**src/rtl/max7219_pkg.sv**
```systemverilog
// Register map, init command list and sequencer state type for the 2x2 MAX7219 chain
// that shows the 16x16 snake grid.
package max7219_pkg;

  localparam logic [7:0] ADDR_DIGIT0     = 8'h01;
  localparam logic [7:0] ADDR_DIGIT1     = 8'h02;
  localparam logic [7:0] ADDR_DIGIT2     = 8'h03;
  localparam logic [7:0] ADDR_DIGIT3     = 8'h04;
  localparam logic [7:0] ADDR_DIGIT4     = 8'h05;
  localparam logic [7:0] ADDR_DIGIT5     = 8'h06;
  localparam logic [7:0] ADDR_DIGIT6     = 8'h07;
  localparam logic [7:0] ADDR_DIGIT7     = 8'h08;
  localparam logic [7:0] ADDR_DECODE     = 8'h09;
  localparam logic [7:0] ADDR_INTENSITY  = 8'h0A;
  localparam logic [7:0] ADDR_SCAN_LIMIT = 8'h0B;
  localparam logic [7:0] ADDR_SHUTDOWN   = 8'h0C;
  localparam logic [7:0] ADDR_DISP_TEST  = 8'h0F;

  localparam int NUM_INIT = 6;

  typedef enum logic [2:0] {
    ST_INIT,
    ST_IDLE,
    ST_ROWS,
    ST_BRIGHT,
    ST_FDONE
  } seq_state_e;

  // Init list: shut down, test off, raw mode, scan all 8 digits, intensity, wake up.
  function automatic logic [15:0] init_word(input logic [2:0] idx, input logic [3:0] intensity);
    logic [15:0] w;
    case (idx)
      3'd0:    w = {ADDR_SHUTDOWN, 8'h00};
      3'd1:    w = {ADDR_DISP_TEST, 8'h00};
      3'd2:    w = {ADDR_DECODE, 8'h00};
      3'd3:    w = {ADDR_SCAN_LIMIT, 8'h07};
      3'd4:    w = {ADDR_INTENSITY, 4'h0, intensity};
      default: w = {ADDR_SHUTDOWN, 8'h01};
    endcase
    return w;
  endfunction

  function automatic logic [7:0] digit_addr(input logic [2:0] row);
    logic [7:0] a;
    case (row)
      3'd0:    a = ADDR_DIGIT0;
      3'd1:    a = ADDR_DIGIT1;
      3'd2:    a = ADDR_DIGIT2;
      3'd3:    a = ADDR_DIGIT3;
      3'd4:    a = ADDR_DIGIT4;
      3'd5:    a = ADDR_DIGIT5;
      3'd6:    a = ADDR_DIGIT6;
      default: a = ADDR_DIGIT7;
    endcase
    return a;
  endfunction

endpackage

```
**src/rtl/max7219_row_pack.sv**
```systemverilog
// Picks one digit row out of the shadow grid for every device of the 2x2 chain.
// Device d owns rows 8*(d/2)+r and cols 8*(d%2)+c; column c lands on data bit 7-c.
module max7219_row_pack #(
  parameter int NUM_DEV = 4
) (
  input  logic [15:0][15:0]       shadow_i,
  input  logic [2:0]              row_i,
  output logic [NUM_DEV-1:0][7:0] bytes_o
);

  genvar gi, gj;
  for (gi = 0; gi < NUM_DEV; gi++) begin : g_dev
    localparam int ROW_BASE = 8 * (gi / 2);
    localparam int COL_BASE = 8 * (gi % 2);
    logic [3:0] row_idx;
    assign row_idx = 4'(ROW_BASE) + {1'b0, row_i};
    for (gj = 0; gj < 8; gj++) begin : g_col
      assign bytes_o[gi][7-gj] = shadow_i[row_idx][COL_BASE+gj];
    end
  end

endmodule

```
**src/rtl/max7219_refresh_sequencer.sv**
```systemverilog
// Generates every chain-wide MAX7219 transaction: init list, per-frame digit refresh
// from a grid snapshot, and intensity updates slotted in between rows.
module max7219_refresh_sequencer
  import max7219_pkg::*;
#(
  parameter int         NUM_DEV       = 4,
  parameter logic [3:0] INTENSITY_RST = 4'hF,
  parameter int         REINIT_FRAMES = 0
) (
  input  logic                   clk_i,
  input  logic                   reset_n_i,
  input  logic [15:0][15:0]      grid_i,
  input  logic                   frame_tick_i,
  input  logic                   bright_req_i,
  input  logic [3:0]             bright_val_i,
  output logic                   tx_valid_o,
  input  logic                   tx_ready_i,
  output logic [16*NUM_DEV-1:0]  tx_data_o,
  output logic                   init_done_o,
  output logic                   frame_done_o,
  output logic                   overrun_o
);

  seq_state_e             state_q, state_d;
  logic [2:0]             cmd_idx_q, cmd_idx_d;
  logic [2:0]             row_q, row_d;
  logic [15:0][15:0]      shadow_q, shadow_d;
  logic [3:0]             intensity_q, intensity_d;
  logic                   pend_frame_q, pend_frame_d;
  logic                   pend_bright_q, pend_bright_d;
  logic                   standalone_q, standalone_d;
  logic [15:0]            frame_cnt_q, frame_cnt_d;
  logic                   init_done_q, init_done_d;
  logic                   overrun_q, overrun_d;
  logic                   tx_valid_q, tx_valid_d;
  logic [16*NUM_DEV-1:0]  tx_data_q, tx_data_d;

  logic [NUM_DEV-1:0][7:0] row_bytes;
  logic [16*NUM_DEV-1:0]   word_bus;
  logic [7:0]              word_addr, word_byte;
  logic                    use_rows, have_word, accept;

  max7219_row_pack #(.NUM_DEV(NUM_DEV)) u_row_pack (
    .shadow_i (shadow_q),
    .row_i    (row_q),
    .bytes_o  (row_bytes)
  );

  // A new bright_val is visible to a word loaded in the same cycle.
  assign intensity_d = bright_req_i ? bright_val_i : intensity_q;
  assign accept      = tx_valid_q & tx_ready_i;

  always_comb begin
    word_addr = 8'h00;
    word_byte = 8'h00;
    use_rows  = 1'b0;
    have_word = 1'b0;
    case (state_q)
      ST_INIT: begin
        have_word              = 1'b1;
        {word_addr, word_byte} = init_word(cmd_idx_q, intensity_d);
      end
      ST_ROWS: begin
        have_word = 1'b1;
        use_rows  = 1'b1;
        word_addr = digit_addr(row_q);
      end
      ST_BRIGHT: begin
        have_word = 1'b1;
        word_addr = ADDR_INTENSITY;
        word_byte = {4'h0, intensity_d};
      end
      default: ;
    endcase
  end

  genvar gi;
  for (gi = 0; gi < NUM_DEV; gi++) begin : g_word
    assign word_bus[16*gi +: 16] = {word_addr, use_rows ? row_bytes[gi] : word_byte};
  end

  always_comb begin
    state_d       = state_q;
    cmd_idx_d     = cmd_idx_q;
    row_d         = row_q;
    shadow_d      = shadow_q;
    pend_frame_d  = pend_frame_q;
    pend_bright_d = pend_bright_q;
    standalone_d  = standalone_q;
    frame_cnt_d   = frame_cnt_q;
    init_done_d   = init_done_q;
    overrun_d     = overrun_q;
    tx_valid_d    = tx_valid_q;
    tx_data_d     = tx_data_q;

    if (bright_req_i && state_q != ST_INIT) pend_bright_d = 1'b1;
    if (frame_tick_i && state_q != ST_IDLE) begin
      if (pend_frame_q) overrun_d = 1'b1;
      else              pend_frame_d = 1'b1;
    end

    case (state_q)
      ST_INIT: begin
        if (accept) begin
          if (cmd_idx_q == 3'(NUM_INIT - 1)) begin
            cmd_idx_d   = 3'd0;
            init_done_d = 1'b1;
            state_d     = ST_IDLE;
          end else begin
            cmd_idx_d = cmd_idx_q + 3'd1;
          end
        end
      end
      ST_IDLE: begin
        if (frame_tick_i || pend_frame_q) begin
          shadow_d     = grid_i;
          pend_frame_d = 1'b0;
          row_d        = 3'd0;
          state_d      = ST_ROWS;
        end else if (pend_bright_q) begin
          standalone_d = 1'b1;
          state_d      = ST_BRIGHT;
        end
      end
      ST_ROWS: begin
        if (accept) begin
          if (pend_bright_q)       state_d = ST_BRIGHT;
          else if (row_q == 3'd7)  state_d = ST_FDONE;
          else                     row_d   = row_q + 3'd1;
        end
      end
      ST_BRIGHT: begin
        if (!tx_valid_q) pend_bright_d = 1'b0;
        if (accept) begin
          if (standalone_q) begin
            standalone_d = 1'b0;
            state_d      = ST_IDLE;
          end else if (row_q == 3'd7) begin
            state_d = ST_FDONE;
          end else begin
            row_d   = row_q + 3'd1;
            state_d = ST_ROWS;
          end
        end
      end
      ST_FDONE: begin
        if (REINIT_FRAMES != 0 && frame_cnt_q == 16'(REINIT_FRAMES - 1)) begin
          frame_cnt_d = '0;
          cmd_idx_d   = 3'd0;
          state_d     = ST_INIT;
        end else begin
          frame_cnt_d = frame_cnt_q + 16'd1;
          state_d     = ST_IDLE;
        end
      end
      default: state_d = ST_INIT;
    endcase

    // Load only into an empty slot so a presented word never changes before acceptance.
    if (have_word && !tx_valid_q) begin
      tx_valid_d = 1'b1;
      tx_data_d  = word_bus;
    end else if (accept) begin
      tx_valid_d = 1'b0;
    end
  end

  always_ff @(posedge clk_i) begin
    if (!reset_n_i) begin
      state_q       <= ST_INIT;
      cmd_idx_q     <= 3'd0;
      row_q         <= 3'd0;
      shadow_q      <= '0;
      intensity_q   <= INTENSITY_RST;
      pend_frame_q  <= 1'b0;
      pend_bright_q <= 1'b0;
      standalone_q  <= 1'b0;
      frame_cnt_q   <= '0;
      init_done_q   <= 1'b0;
      overrun_q     <= 1'b0;
      tx_valid_q    <= 1'b0;
      tx_data_q     <= '0;
    end else begin
      state_q       <= state_d;
      cmd_idx_q     <= cmd_idx_d;
      row_q         <= row_d;
      shadow_q      <= shadow_d;
      intensity_q   <= intensity_d;
      pend_frame_q  <= pend_frame_d;
      pend_bright_q <= pend_bright_d;
      standalone_q  <= standalone_d;
      frame_cnt_q   <= frame_cnt_d;
      init_done_q   <= init_done_d;
      overrun_q     <= overrun_d;
      tx_valid_q    <= tx_valid_d;
      tx_data_q     <= tx_data_d;
    end
  end

  assign tx_valid_o   = tx_valid_q;
  assign tx_data_o    = tx_data_q;
  assign init_done_o  = init_done_q;
  assign frame_done_o = (state_q == ST_FDONE);
  assign overrun_o    = overrun_q;

endmodule

```
**config.mk**
```make
export PLATFORM = sky130hd
export DESIGN_NAME = max7219_refresh_sequencer
export DESIGN_NICKNAME = d
export VERILOG_FILES = /design/src/rtl/max7219_pkg.sv /design/src/rtl/max7219_row_pack.sv /design/src/rtl/max7219_refresh_sequencer.sv
export SDC_FILE = /design/constraint.sdc
export NUM_CORES = 1
export LEC_CHECK = 0
export CORE_ASPECT_RATIO = 1.1
export CORE_MARGIN = 5
export CORE_UTILIZATION = 40
export CTS_CLUSTER_SIZE = 8
export DETAILED_ROUTE_END_ITERATION = 10
export GPL_ROUTABILITY_DRIVEN = 0
export PLACE_DENSITY = 0.67
export SYNTH_ARGS = -nofsm -noshare
export SYNTH_HDL_FRONTEND = slang
export SYNTH_HIERARCHICAL = 1
export SYNTH_SLANG_ARGS = --single-unit
```
**constraint.sdc**
```tcl
create_clock -name clk_i -period 4.3 [get_ports clk_i]
set_input_delay 0.86 -clock clk_i [delete_from_list [all_inputs] [get_ports clk_i]]
set_output_delay 0.86 -clock clk_i [all_outputs]
set_load 0.02 [all_outputs]
```
Figure 1. Routing congestion.
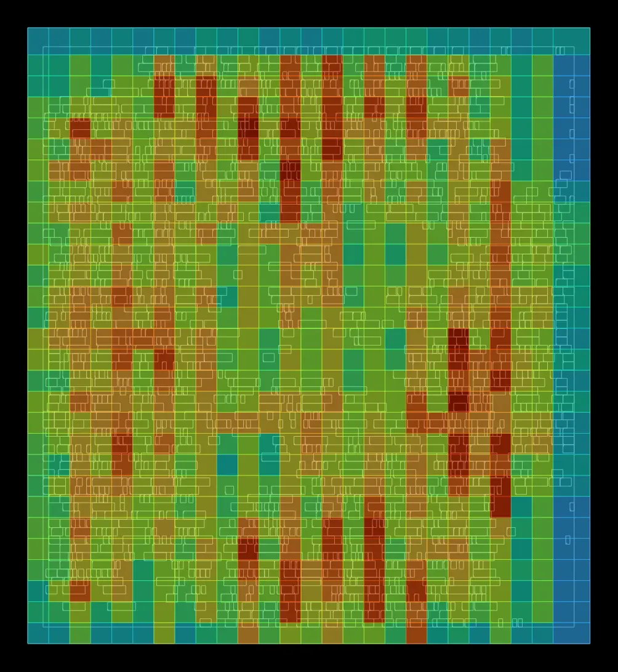
routed len/inst: 18.58 um
GRT met1 Usage: 26.90%

Figure 2. Cell classes on the final placement.
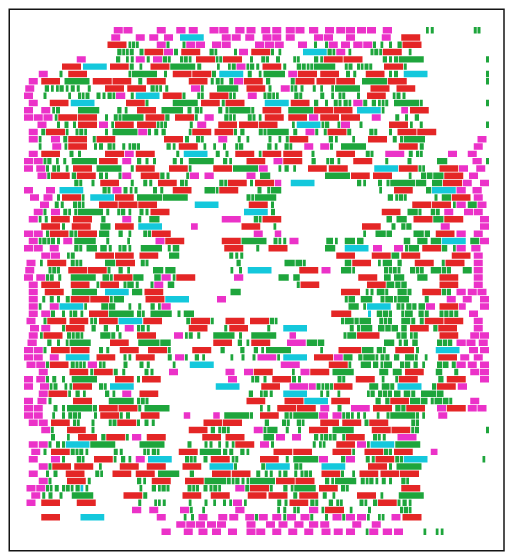
color	class	cells	share of their area
cyan	clock drivers and dummy loads	47	6.6%
green	all other logic	1079	38%
red	flip-flops	311	36%
magenta	other buffers and delay cells	334	20%
flop share of the area: 35.03%
cell area after layout: 0.01780 mm^2

Figure 3. Signal wires by layer.
Scale bar: 50 um.
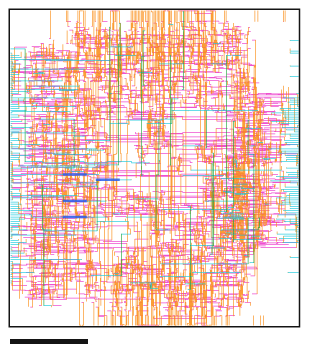
color	layer	wire length
cyan	met3	3110 um
blue	met5	55.2 um
magenta	met1	16900 um
orange	met2	19700 um
green	met4	1230 um
Total GRT Usage: 21.09%
final WL: 40950 um
DR vias: 11450

Figure 4. Wiring heat map.
Scale bar: 50 um. The die is cut into 18 by 20 equal tiles; dark blue is low, red is high, scaled to the fullest tile. Values are wire area over tile area, all layers added.
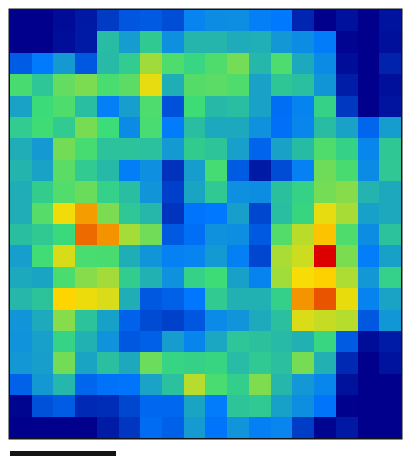
tiles over half the peak	22%
nearly empty tiles	6.9%
emptiest ninth of the die	top right
fullest tile	0.51

==> flow_summary.ini <==
; flow metrics
[outcome]
status = complete, no violations

[power]
vdd_drop_max_mv = 0.2340
cellPowerDensity_mw_per_mm2 = 356.4

[setup_path]
worstPathMaxFanout = 16
crit_chain = nor3b_1 > clkdlybuf4s50_1
crit_family = buffers and inverters
reg2reg_depth = 4
path_buffers = 1

[sta]
relSlewSlack_pct = 17.53
grt_setup_unrepaired = false

[synth]
netlist.area_leader.share_pct = 46.41
mux_area_share_pct = 15.30
avgSynthCellArea_um2 = 8.780
xor_area_share_pct = 0.1306
ys_cells = 1528
flop_cell = dfxtp_1

[clocking]
root_buffer = clkbuf_16
numCtsBuffers = 44
clk_pin_slew_worst_paths_ns = 0.05
cts.sinks = 311

[floorplanning]
core_mm2 = 0.03319
die_x_um = 184.6
rows = 70
initCoreUtil_pct = 40.41

[detailed_routing]
drtIter0Drc = 987
firstDrtPassIters = 5
viasPerCell = 5.193
drc = 0
wl_met2_um = 19700

[placed_design]
place_ws_ns = 1.400

[global_routing]
grt_antenna_before_repair = 5

[cells_and_area]
instances_no_fill = 2204

[hold_path]
worstHoldStart = shadow_q[19]
report_power, final:
group	switching, uW	internal [uW]	total (uW)	leakage [uW]
Sequential	15.3	2910	2920	0.00251
Clock	1150	1820	2970	0.000557
Combinational	176	272	448	0.00309
layout by cell type, fill, tap and decap left out, types with 2 or more instances in the layout:
cell / Yosys / final
nor2_1: 28 / 28
nor3b_1: 3 / 3
ha_1: 6 / 6
nand3_1: 6 / 6
inv_1: 7 / 6
and3b_1: 2 / 2
a22oi_1: 16 / 16
mux2i_1: 10 / 10
mux4_1: 40 / 40
o32a_1: 2 / 2
nand2_1: 529 / 529
o21ai_1: 3 / 2
dfxtp_4: 0 / 2
clkdlybuf4s50_1: 0 / 316
o21ai_0: 19 / 19
clkbuf_16: 0 / 45
or3b_2: 2 / 2
buf_12: 0 / 8
buf_4: 32 / 10
conb_1: 1 / 16
clkbuf_1: 78 / 2
or3_1: 3 / 3
nand2b_1: 4 / 4
dfxtp_1: 311 / 308
and2_1: 10 / 10
a31oi_1: 10 / 10
or3_4: 2 / 2
o221a_2: 8 / 8
mux4_2: 24 / 24
o31ai_1: 2 / 2
mux2_2: 32 / 32
a21oi_1: 275 / 275
nor3_1: 5 / 4
per-stage QoR:
stage,cell area (um^2),utilization (%)
after global routing,17800,53.61
after CTS,17790,53.60
after floorplan,13470,-
after detailed placement,16660,50.19
after global placement,16660,50.19
final,17800,53.61
metal layers:
metal	vias up	GRT usage, %
met5	-	0
met4	8	7.053
met3	74	5.094
met2	405	35.12
met1	5317	26.90
li1	5641	-
cell type report:
cell class | instances | area [um^2]
well taps | 432 | 540.5
diodes | 1 | 2.502
clock buffers | 47 | 1134
inverters | 7 | 33.78
repair buffers | 334 | 3398
fillers | 3027 | 15400
multi-input cells | 1072 | 6452
flip-flops and latches | 311 | 6235
No activity file was given, so power comes from the tool's default toggle rates.
